<file path="src/rtl/add_cmd_scheduler.sv">
// Command-queued sequencer for the in-memory row adder: a small FIFO of {src_a, src_b, dst}
// commands feeding a CLEAR -> READ -> WRITE -> FINISH word-line sequencer, one add at a time.
module add_cmd_scheduler #(
  parameter int ROWS       = 8,
  parameter int ROW_W      = $clog2(ROWS),
  parameter int FIFO_DEPTH = 4,
  parameter int CNT_W      = 16
) (
  input  logic             clk,
  input  logic             rst,
  input  logic             En,
  input  logic             cmd_valid,
  output logic             cmd_ready,
  input  logic [ROW_W-1:0] cmd_src_a,
  input  logic [ROW_W-1:0] cmd_src_b,
  input  logic [ROW_W-1:0] cmd_dst,
  output logic [ROWS-1:0]  RWLv1,
  output logic [ROWS-1:0]  RWLv2,
  output logic [ROWS-1:0]  WWLp,
  output logic             C_EN,
  output logic             CLR,
  output logic             DONE,
  output logic             busy,
  output logic [CNT_W-1:0] ops_done
);

  localparam int ADDR_W = $clog2(FIFO_DEPTH);

  typedef struct packed {
    logic [ROW_W-1:0] src_a;
    logic [ROW_W-1:0] src_b;
    logic [ROW_W-1:0] dst;
  } cmd_t;

  typedef enum logic [2:0] {
    IDLE,
    CLEAR,
    READ,
    WRITE,
    FINISH
  } state_t;

  cmd_t            mem [FIFO_DEPTH];
  logic [ADDR_W:0] wr_ptr;
  logic [ADDR_W:0] rd_ptr;
  logic            empty;
  logic            full;
  logic            push;
  logic            pop;
  cmd_t            head;
  cmd_t            op;
  state_t          state;

  function automatic logic [ROWS-1:0] row_sel(input logic [ROW_W-1:0] row);
    row_sel      = '0;
    row_sel[row] = 1'b1;
  endfunction

  // Extra pointer MSB distinguishes full from empty when the index bits match.
  assign empty     = (wr_ptr == rd_ptr);
  assign full      = (wr_ptr[ADDR_W] != rd_ptr[ADDR_W]) &&
                     (wr_ptr[ADDR_W-1:0] == rd_ptr[ADDR_W-1:0]);
  assign cmd_ready = !full && !rst;
  assign push      = cmd_valid && cmd_ready;
  assign pop       = En && !empty && ((state == IDLE) || (state == FINISH));
  assign head      = mem[rd_ptr[ADDR_W-1:0]];
  assign busy      = (state != IDLE) || !empty;

  // NOTE: storage has no reset; only the pointers define which entries are valid.
  always_ff @(posedge clk) begin
    if (push) begin
      mem[wr_ptr[ADDR_W-1:0]] <= '{src_a: cmd_src_a, src_b: cmd_src_b, dst: cmd_dst};
    end
  end

  always_ff @(posedge clk or posedge rst) begin
    if (rst) begin
      wr_ptr <= '0;
      rd_ptr <= '0;
    end else begin
      if (push) wr_ptr <= wr_ptr + (ADDR_W + 1)'(1);
      if (pop)  rd_ptr <= rd_ptr + (ADDR_W + 1)'(1);
    end
  end

  always_ff @(posedge clk or posedge rst) begin
    if (rst) begin
      state    <= IDLE;
      op       <= '0;
      RWLv1    <= '0;
      RWLv2    <= '0;
      WWLp     <= '0;
      C_EN     <= 1'b0;
      CLR      <= 1'b0;
      DONE     <= 1'b0;
      ops_done <= '0;
    end else begin
      // NOTE: outputs default low each cycle so every strobe lasts exactly one state.
      RWLv1 <= '0;
      RWLv2 <= '0;
      WWLp  <= '0;
      C_EN  <= 1'b0;
      CLR   <= 1'b0;
      DONE  <= 1'b0;
      case (state)
        IDLE: begin
          if (pop) begin
            op    <= head;
            CLR   <= 1'b1;
            state <= CLEAR;
          end
        end
        CLEAR: begin
          RWLv1 <= row_sel(op.src_a);
          RWLv2 <= row_sel(op.src_b);
          C_EN  <= 1'b1;
          state <= READ;
        end
        READ: begin
          WWLp  <= row_sel(op.dst);
          C_EN  <= 1'b1;
          state <= WRITE;
        end
        WRITE: begin
          DONE     <= 1'b1;
          ops_done <= ops_done + CNT_W'(1);
          state    <= FINISH;
        end
        FINISH: begin
          if (pop) begin
            op    <= head;
            CLR   <= 1'b1;
            state <= CLEAR;
          end else begin
            state <= IDLE;
          end
        end
        default: state <= IDLE;
      endcase
    end
  end

  // Word-line buses carry at most one row, and read and write lines never overlap.
  always_ff @(posedge clk) begin
    if (!rst) begin
      assert ($onehot0(RWLv1) && $onehot0(RWLv2) && $onehot0(WWLp));
      assert (!((|WWLp) && ((|RWLv1) || (|RWLv2))));
    end
  end

endmodule

</file>
<file path="config.mk">
export PLATFORM = sky130hd
export DESIGN_NAME = add_cmd_scheduler
export DESIGN_NICKNAME = d
export VERILOG_FILES = /design/src/rtl/add_cmd_scheduler.sv
export SDC_FILE = /design/constraint.sdc
export NUM_CORES = 1
export LEC_CHECK = 0
export CAP_MARGIN = 20
export CORE_MARGIN = 2
export CORE_UTILIZATION = 35
export DETAILED_ROUTE_END_ITERATION = 8
export PLACE_DENSITY_LB_ADDON = 0.08
export SLEW_MARGIN = 30
export SYNTH_ARGS = -nofsm -noshare
export SYNTH_HDL_FRONTEND = slang
export SYNTH_SLANG_ARGS = --single-unit
</file>
<file path="constraint.sdc">
create_clock -name clk -period 2.3 [get_ports clk]
set_input_delay 0.345 -clock clk [delete_from_list [all_inputs] [get_ports clk]]
set_output_delay 0.345 -clock clk [all_outputs]
set_load 0.05 [all_outputs]
</file>
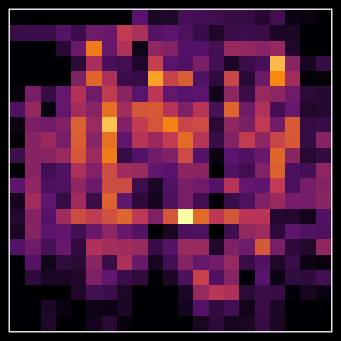
*Wiring heat map, run 1*
(3 px per um) The die is cut into 21 by 21 equal tiles; black is low, pale yellow is high, scaled to the fullest tile. Values are wire area over tile area, all layers added.
The emptiest ninth of the die: bottom left. 15% of the tiles are nearly empty. 12% of the tiles are over half the peak.
drt total wl: 6440 um
All-Layer GR Usage: 0.1258

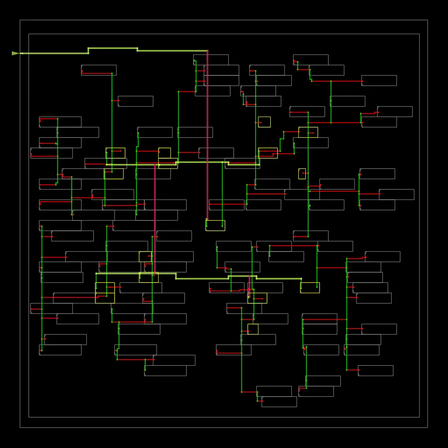
*Clock wiring as the flow saved it, run 1*
clk pwr: 1.04 mW
clock skew: 0.01431 ns
cts bufs inserted: 9

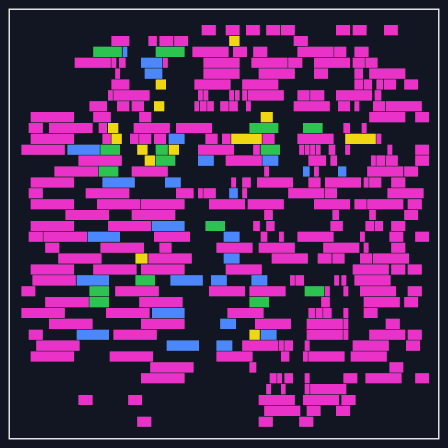
*Drive-strength map, run 1*
(4 px per um)
Key: yellow = drive 3 to 4 [cells 13, share 4.0%]; blue = drive 2 [cells 26, share 8.1%]; green = drive 6 and up [cells 15, share 4.7%]; magenta = drive 1 or less [cells 267, share 83%]
Synth-to-Final Area Change: 27.38%
Finished Cell Area: 4732 sq um
setup ws final: 0.2202 ns

==> results.yml, run 1 <==
# generated from flow reports
grt:
  antenna_found_initial: 0
  grt_pass1_vias: 2111
  grt_pass1_wl_um: 10830
  grt_max_degree: 62
sta:
  worst_pin_slew_ns: 0.6033
  tns_ns: 0
  whs_ns: 0.4509
  rsz0062_at_grt: "false"
  slew_headroom: 0.5949
  fmax_mhz: 480.8
  drv_slew: 0
drt:
  via_per_inst: 4.444
  ant_nets: 0
  highest_layer: "met4"
  drc: 0
floorplanning:
  die_h_um: 107.0
  pin_count: 58
  die_w_um: 107.0
  core_sq_um: 10320
pwr:
  pg_seq_mw: 2.43
  maxPowerGroup: "sequential cells"
  p_switching_mw: 2.017
  power.density_nw_per_um2: 1158
  seqPwrFrac: 0.443
  power.leakage_nw: 1.915
  p_clk_frac: 0.189
  p_total_mw: 5.482
  p_int_mw: 3.465
worst_setup_path:
  ff2ff_path_depth: 4
  crit_path_max_incr_delay_ns: 0.51
  crit_start: "wr_ptr[0]"
  slowest_stage: "xnor2_1"
  regToRegSetupSlack_ns: 0.39
  crit_buf_inv: 1
  path_depth: 3
  critical_path.top_delay_family: "XOR/XNOR gates"
  cp_max_fo: 4
  arrival_ns: 1.73
  worstSetupStartpointType: "register"
cells_and_area:
  fin_cells: 457
  comb_area_sq_um: 1067
  final_util: 0.4584
  nFillCells: 950
  finalNetCount: 335
synth:
  flop_cell: "dfrtp_1"
  ys_cells: 242
  ys_seq_frac: 0.7019
  synth-edff-count: 36
  top_cell: "dfrtp_1"
  yosys.area.top_type: "dfrtp_1"
  syn_inst: 242
  netlist.area_leader.share: 0.4109
  synthesis.nets: 261
  yosysUniqueCellTypes: 29
place:
  io_buffers: 57
  dp.cells: 441
  hpwlAfterDp_um: 4485
clocking:
  cts_buffer_depth: 2
  clk_pin_slew_ns: 0.10
  cts_hold_buf: 0
  cts-resized-gates: 0
  clock_latency_ns: 0.36
  cts_tree: "done"
  ctsHtreeMaxLevel: 3
run:
  max_cap_violations: 0
worst_hold_path:
  hold_class: "in2async"
status:
  status: "finished, final reports clean"
-- run 1: cells in the final DEF (no fill, tap or decap), types with 2 or more instances in the layout --
cell type / synthesis / layout
and2_1: 3 / 3
edfxtp_1: 36 / 36
nor3_1: 8 / 8
and3_1: 3 / 3
xnor2_1: 16 / 16
clkinv_4: 0 / 2
inv_1: 7 / 6
or2_2: 2 / 2
mux4_2: 9 / 9
nand2_1: 16 / 16
dfrtp_1: 61 / 61
nor2_1: 24 / 24
nand3_1: 6 / 6
clkdlybuf4s50_1: 0 / 55
a21oi_1: 2 / 2
nand2b_1: 10 / 10
buf_4: 0 / 8
mux2_2: 10 / 10
xor2_1: 7 / 7
nand4_1: 5 / 5
ha_1: 6 / 6
clkbuf_8: 0 / 11
buf_12: 0 / 3
-- run 1: logic make-up after synthesis --
kind of cell / Yosys count / share of synthesized area
XOR/XNOR: 23 / 0.05423
adder cells (fa/ha/maj): 6 / 0.02021
flip-flops: 97 / 0.7019
multiplexers: 19 / 0.08488
buffers and inverters: 10 / 0.01246
AND-OR/OR-AND: 6 / 0.01549
AND/OR/NAND/NOR: 81 / 0.1108
-- run 1: state kept, by name, summed over array words and instances, names as in the netlist --
register / count
CLR: 1
C_EN: 1
DONE: 1
RWLv1: 8
RWLv2: 8
WWLp: 8
mem: 36
op: 9
ops_done: 16
rd_ptr: 3
state: 3
wr_ptr: 3
-- run 1: final cells by class --
| class | count | share of cell area |
|---|---|---|
| sequential | 97 | 0.5510 |
| multi-input combinational | 135 | 0.2255 |
| timing repair buffer | 66 | 0.1417 |
| tap | 136 | 0.03596 |
| clock buffer | 11 | 0.03199 |
| clock inverter | 5 | 0.008197 |
| inverter | 7 | 0.005553 |
==> run 2: changes to the inputs <==
--- a/config.mk
+++ b/config.mk
@@ -10,6 +10,7 @@
 export CORE_UTILIZATION = 35
 export DETAILED_ROUTE_END_ITERATION = 8
 export PLACE_DENSITY_LB_ADDON = 0.08
+export SETUP_SLACK_MARGIN = 0.02
 export SLEW_MARGIN = 30
 export SYNTH_ARGS = -nofsm -noshare
 export SYNTH_HDL_FRONTEND = slang
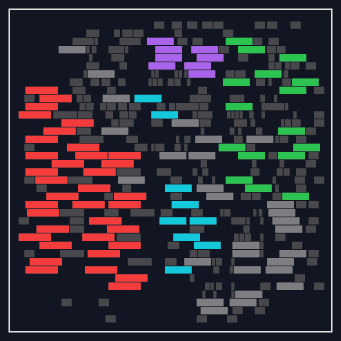
*Where the registers sit, run 2*
(3 px per um) Other sequential cells in the stronger gray, the rest of the logic in the fainter gray.
Key: red = `mem` [placed flops 36]; cyan = `op` [placed flops 9]; green = `ops_done` [placed flops 16]; purple = `WWLp` [placed flops 8, where top middle]
Another 28 sequential cells are not colored.
Reg area: 2608 sq um
final core utilization: 0.4584
flop share of the area: 0.5510
Seq group: 2.43 mW

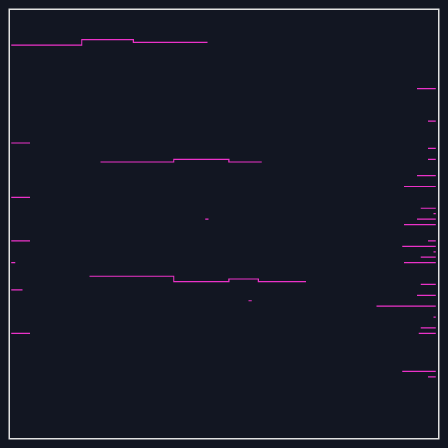
*Metal 3, run 2*
(4 px per um)
The wires run mostly horizontal. The layer carries 267 um of wire. 31 nets have wire on it.
via count: 2031
met3 Resource Use GR: 0.04438

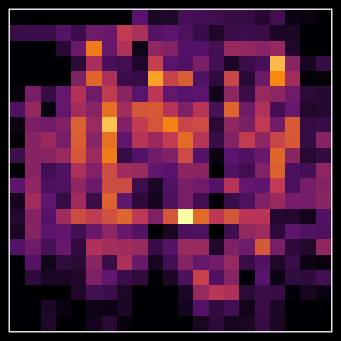
*Wiring heat map, run 2*
(3 px per um) The die is cut into 21 by 21 equal tiles; black is low, pale yellow is high, scaled to the fullest tile. Values are wire area over tile area, all layers added.
15% of the tiles are nearly empty. The emptiest ninth of the die: bottom left. 12% of the tiles are over half the peak. The mean over all tiles is 0.087. The fullest tile reaches 0.35.
DR WL/cell: 14.09 um

==> run 2 against run 1 <==
  * Area after synthesis did not move
  * Clock-buffer cell count did not move
  * Sequential cell count did not move
  * Hold slack unchanged
  * Highest routed layer unchanged
  * Synthesized cell count stayed put
  * Non-clock buffer count stayed put
==> results.yml, run 2 <==
# generated from flow reports
status:
  status: "finished, final reports clean"
sta:
  drv_slew: 0
  slew_headroom: 0.5949
  worst_pin_slew_ns: 0.6033
  finalCritPeriodShare: 0.9043
  clock_skew_ns: 0.01431
  fin_ws_ns: 0.2202
  setup_violations: 0
  fmax_mhz: 480.8
  tns_ns: 0
  rsz0062_at_grt: "false"
  post-route-min-period_ns: 2.080
  hold_viol_final: 0
drt:
  wl_met2_um: 3203
  drt_wl_total_um: 6440
  highest_layer: "met4"
  met1Wirelength_um: 2892
  drc: 0
  via_per_inst: 4.444
  ant_nets: 0
  first_pass_iters: 3
  drt_iter0_markers: 63
  met3WireLength_um: 267
place:
  hpwlAfterDp_um: 4485
  post-place-ws_ns: 0.2867
  place.gp.congestion: 0.7240
  io_buffers: 57
pwr:
  p_clk_mw: 1.04
  power.density_nw_per_um2: 1158
  p_comb_frac: 0.368
  maxPowerGroup: "sequential cells"
  p_switching_mw: 2.017
  p_int_mw: 3.465
  swShare: 0.3679
  ir_drop_mv: 0.5616
  p_clk_frac: 0.189
  power.leakage_nw: 1.915
  seqPwrFrac: 0.443
  powerComb_mw: 2.01
worst_setup_path:
  worstSetupStartpointType: "register"
  crit_buf_inv: 1
  crit_path_max_incr_delay_ns: 0.51
  crit_required_ns: 1.96
  r2r_end: "mem[3][4]"
  endpoint_kind: "output port"
  slowest_stage: "xnor2_1"
  arrival_ns: 1.73
  regToRegStartpoint: "wr_ptr[0]"
  regToRegSetupSlack_ns: 0.39
  criticalPathCategory: "reg2out"
  cp_cell_sequence: "xnor2_1, nand4_1, buf_4"
  ff2ff_path_depth: 4
  critical_path.top_delay_family: "XOR/XNOR gates"
  cp_max_fo: 4
clocking:
  root_buffer: "clkbuf_8"
  cts_tree: "done"
  cts_buffers: 9
  clock_latency_ns: 0.36
  clk_pin_slew_ns: 0.10
  cts_setup_buffers: 0
  cts-resized-gates: 0
  ctsHtreeMaxLevel: 3
  cts_hold_buf: 0
  numClockSinks: 97
  cts_buffer_depth: 2
floorplanning:
  pin_count: 58
  die_h_um: 107.0
  core_sq_um: 10320
  fp_util: 0.3598
  chipArea_sq_um: 11450
  die_w_um: 107.0
  rows: 37
synth:
  flop_cell: "dfrtp_1"
  synthTopCellsByCount: "dfrtp_1 (61), edfxtp_1 (36), nor2_1 (24)"
  ys_area_sq_um: 3715
  synthesis.nets: 261
  synth_area_sq_um: 3715
  yosys.area.top_type: "dfrtp_1"
  ys_cells: 242
  syn_inst: 242
  ys.flops: 97
  top_cell: "dfrtp_1"
  ys_seq_frac: 0.7019
  synth-edff-count: 36
  synthArstFlopShare: 0.6289
  ys.warnings.count: 0
  yosysUniqueCellTypes: 29
  topCellsByArea: "dfrtp_1 (41%), edfxtp_1 (29%), mux4_2 (5.5%), xnor2_1 (3.8%), mux2_2 (3.0%)"
  avgSynthCellArea_sq_um: 15.35
  netlist.area_leader.share: 0.4109
cells_and_area:
  layout.cells.most_common_list: "dfrtp_1 (61), clkdlybuf4s50_1 (55), edfxtp_1 (36)"
  syn2layout_area_growth_pct: 27.38
  layout_top_cell: "dfrtp_1"
  finalNetCount: 335
  largest_register_ffs: 36
  num_antenna_cells: 0
  nFillCells: 950
  layout-drive-gt1-share: 0.1682
  comb_area_sq_um: 1067
grt:
  antenna_found_initial: 0
  grt_usage: 0.1258
  overflow: 0
  busiest_layer: "met2"
  gr-usage-met2: 0.1989
  use_met1: 0.1628
  grt_max_degree: 62
  grt_pass1_wl_um: 10830
  grt_pass1_vias: 2111
run:
  max_cap_violations: 0
  log.warning_count: 29
worst_hold_path:
  hold_class: "in2async"
run 2: cell counts after synthesis:
Identical to the previous run, type by type.
run 2: worst max-delay path by stage:
| stage | from | end | slack [ns] | cells past startpoint |
|---|---|---|---|---|
| detailed placement | En | op[4] | 0.29 | 5 |
| finish | wr_ptr[0] | busy | 0.22 | 3 |
| CTS | wr_ptr[0] | busy | 0.16 | 3 |
| global placement | En | op[3] | 0.29 | 5 |
| global route | wr_ptr[0] | busy | 0.04 | 3 |
| floorplan | wr_ptr[0] | mem[0][0] | 0.28 | 3 |
run 2: layout make-up:
class                           instances  area share
Clock inverter                          5    0.008197
Clock buffer                           11     0.03199
Multi-Input combinational cell        135      0.2255
Tap cell                              136     0.03596
Sequential cell                        97      0.5510
Inverter                                7    0.005553
Timing Repair Buffer                   66      0.1417
run 2: cell families after synthesis:
kind of cell | Yosys count | share of synthesized area
mux | 19 | 0.08488
simple gates | 81 | 0.1108
xor+xnor | 23 | 0.05423
flops | 97 | 0.7019
buf+inv | 10 | 0.01246
compound gates | 6 | 0.01549
fa+ha+maj | 6 | 0.02021
run 2: per-stage QoR:
stage / area, sq um / instances / total power [mW] / hold WS [ns]
5_1_grt: 4732 / 457 / 5.858 / 0.4826
3_3_place_gp: 4542 / 441 / 4.513 / 0.4671
4_1_cts: 4732 / 457 / 5.575 / 0.4740
2_1_floorplan: 3721 / 242 / 3.840 / 0.4439
3_5_place_dp: 4542 / 441 / 4.529 / 0.4685
6_report: 4732 / 457 / 5.482 / 0.4509
run 2: worst reg2reg max path, cell delays in order (launching register included):
cell      delay (ns)
dfrtp_1         0.44
xnor2_1         0.26
a311oi_2        0.52
and2_1          0.19
buf_4           0.19
### Drive-strength map, run 2

(4 px per um)
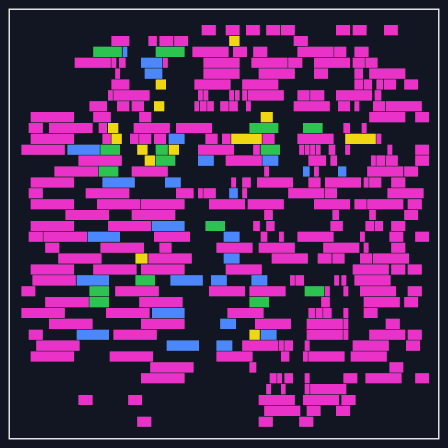

==> run 3: changes to the inputs <==
--- a/config.mk
+++ b/config.mk
@@ -5,10 +5,12 @@
 export SDC_FILE = /design/constraint.sdc
 export NUM_CORES = 1
 export LEC_CHECK = 0
+export ABC_AREA = 1
 export CAP_MARGIN = 20
 export CORE_MARGIN = 2
 export CORE_UTILIZATION = 35
 export DETAILED_ROUTE_END_ITERATION = 8
+export MAX_ROUTING_LAYER = met4
 export PLACE_DENSITY_LB_ADDON = 0.08
 export SETUP_SLACK_MARGIN = 0.02
 export SLEW_MARGIN = 30
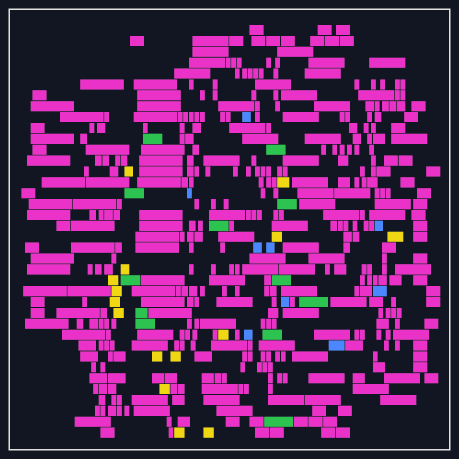
*Drive-strength map, run 3*
(4 px per um)
Key: blue = drive 2 [cells 9, share 2.0%]; yellow = drive 3 to 4 [cells 15, share 3.4%]; green = drive 6 and up [cells 12, share 2.7%]; magenta = drive 1 or less [cells 410, share 92%]
Synth-to-Final Area Change: 24.43%
Non-CTS buffers: 65
Finished Cell Area: 4868 sq um
setup ws final: 0.3105 ns

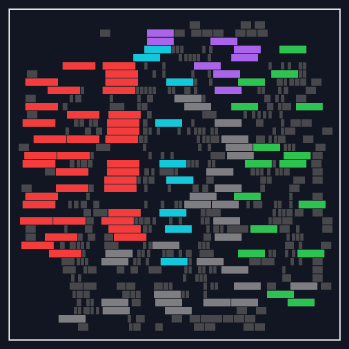
*Where the registers sit, run 3*
(3 px per um) Other sequential cells in the stronger gray, the rest of the logic in the fainter gray.
Key: red = `mem` [placed flops 36]; purple = `WWLp` [placed flops 8]; cyan = `op` [placed flops 9]; green = `ops_done` [placed flops 16]
Another 28 sequential cells are not colored.
flop share of the area: 0.5356
final core utilization: 0.4471

==> run 3 against run 2 <==
  * Global-route usage grew 1.3 points
  * Utilization shrank 1.1 points
  * Setup slack gained 0.090 ns
==> results.yml, run 3 <==
# generated from flow reports
floorplanning:
  rows: 38
  die_h_um: 109.7
  pin_count: 58
  chipArea_sq_um: 12040
  fp_util: 0.3593
  core_sq_um: 10890
  die_w_um: 109.7
sta:
  drv_slew: 0
  post-route-min-period_ns: 1.989
  whs_ns: 0.2770
  fmax_mhz: 502.6
  slew_headroom: 0.5047
  clock_skew_ns: 0.01329
  hold_viol_final: 0
  setup_violations: 0
  rsz0062_at_grt: "false"
  finalCritPeriodShare: 0.8650
  tns_ns: 0
  worst_pin_slew_ns: 0.7430
drt:
  first_pass_iters: 4
  via_per_inst: 4.454
  met3WireLength_um: 264
  drc: 0
  wire_per_inst_um: 12.78
  drt_iter0_markers: 109
  highest_layer: "met4"
  met1Wirelength_um: 3412
  wl_met2_um: 3700
  ant_nets: 0
cells_and_area:
  finalNetCount: 460
  fin_cells: 586
  layout.cells.most_common_list: "nand2_1 (89), nor2_1 (62), dfrtp_1 (61)"
  nFillCells: 1068
  largest_register_ffs: 36
  num_antenna_cells: 0
  area.sequential_sq_um: 2608
  layout-drive-gt1-share: 0.08072
  comb_area_sq_um: 1140
  layout_top_cell: "nand2_1"
grt:
  grt_usage: 0.1390
  gr-usage-met2: 0.2253
  busiest_layer: "met2"
  use_met1: 0.1734
  antenna_found_initial: 0
  grt_max_degree: 60
  grt_pass1_vias: 2522
  grt_pass1_wl_um: 12340
  overflow: 0
synth:
  synthTopCellsByCount: "nand2_1 (89), nor2_1 (62), dfrtp_1 (61)"
  ys_cells: 371
  avgSynthCellArea_sq_um: 10.55
  flop_cell: "dfrtp_1"
  ys.flops: 97
  topCellsByArea: "dfrtp_1 (39%), edfxtp_1 (28%), nand2_1 (8.5%), nor2_1 (5.9%), inv_1 (3.4%)"
  synth_area_sq_um: 3913
  ys.warnings.count: 0
  yosysUniqueCellTypes: 27
  synthesis.nets: 390
  netlist.area_leader.share: 0.3902
  top_cell: "nand2_1"
  synthArstFlopShare: 0.6289
  yosys.area.top_type: "dfrtp_1"
  syn_inst: 371
  synth-edff-count: 36
  ys_area_sq_um: 3913
  ys_seq_frac: 0.6665
worst_setup_path:
  arrival_ns: 1.64
  crit_required_ns: 1.96
  slowest_stage: "clkdlybuf4s50_1"
  crit_buf_inv: 1
  cp_cell_sequence: "clkdlybuf4s50_1"
  endpoint_kind: "output port"
  cp_max_fo: 5
  criticalPathCategory: "reg2out"
  crit_path_max_incr_delay_ns: 0.84
  critical_path.top_delay_family: "buffers and inverters"
  worstSetupStartpointType: "register"
run:
  max_cap_violations: 0
  log.warning_count: 29
pwr:
  power.density_nw_per_um2: 1119
  ir_drop_mv: 0.4540
  power.leakage_nw: 2.116
  p_total_mw: 5.450
clocking:
  cts_tree: "done"
  cts-resized-gates: 0
  cts_buffer_depth: 2
  ctsHtreeMaxLevel: 3
  cts_setup_buffers: 0
  cts_buffers: 9
  clk_pin_slew_ns: 0.10
  clock_latency_ns: 0.35
  numClockSinks: 97
  cts_hold_buf: 0
  root_buffer: "clkbuf_8"
worst_hold_path:
  hold_class: "in2async"
place:
  dp.cells: 570
  hpwlAfterDp_um: 5333
  post-place-ws_ns: 0.3951
  io_buffers: 57
  place.gp.congestion: 0.7197
  dpl_cell_area_sq_um: 4700
status:
  status: "finished, final reports clean"
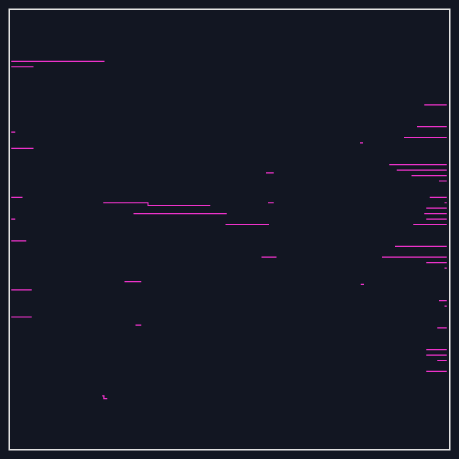
*Metal 3, run 3*
(4 px per um)
36 nets have wire on it. The layer carries 265 um of wire.
via count: 2610
met3 Resource Use GR: 0.02312
drt total wl: 7491 um

==> run 3: cell count changes in the layout (fill, tap and decap cells not counted), sizes merged, moves of 9 or more <==
| cell | before | now |
|---|---|---|
| nand2b | 10 | 0 |
| nor2 | 24 | 64 |
| o21ai | 1 | 20 |
| mux4 | 9 | 0 |
| mux2 | 10 | 1 |
| o22ai | 0 | 9 |
| nand2 | 16 | 92 |
| inv | 8 | 38 |
==> run 3: cell families (layout without fill, tap and decap cells) <==
family | after synthesis | count (layout) | synth area share
compound gates | 30 | 30 | 0.04189
xor+xnor | 14 | 14 | 0.03134
fa+ha+maj | 6 | 6 | 0.01919
buf+inv | 42 | 117 | 0.04221
flops | 97 | 97 | 0.6665
mux | 1 | 1 | 0.002878
simple gates | 181 | 181 | 0.1960
==> run 3: final timing paths <==
check / slack, ns / endpoint / cells after the start / start
worst max register to register: 0.58 / mem[3][7] / 5 / rd_ptr[2]
min in group clk: 0.50 / op[0] / 2 / op[0]
worst min-delay path: 0.28 / wr_ptr[1] / 2 / rst
max in group asynchronous: 1.08 / op[5] / 3 / rst
worst max-delay path: 0.31 / ops_done[0] / 1 / ops_done[0]
worst min register to register: 0.50 / op[0] / 2 / op[0]
==> run 3: layout make-up <==
type / instances / area share
tap: 140 / 0.03598
timing repair buffer: 65 / 0.1311
clock buffer: 11 / 0.02699
multi-input combinational: 232 / 0.2341
sequential: 97 / 0.5356
inverter: 36 / 0.02853
clock inverter: 5 / 0.007710
==> run 3: report_power, final <==
group | leakage, nW | internal [mW] | switching [mW] | total [mW]
clock | 0.0848 | 0.402 | 0.578 | 0.980
sequential | 1.14 | 2.14 | 0.262 | 2.40
combinational | 0.891 | 0.706 | 1.36 | 2.07
total | 2.12 | 3.25 | 2.20 | 5.45
Power is estimated from default activity; no workload was simulated.
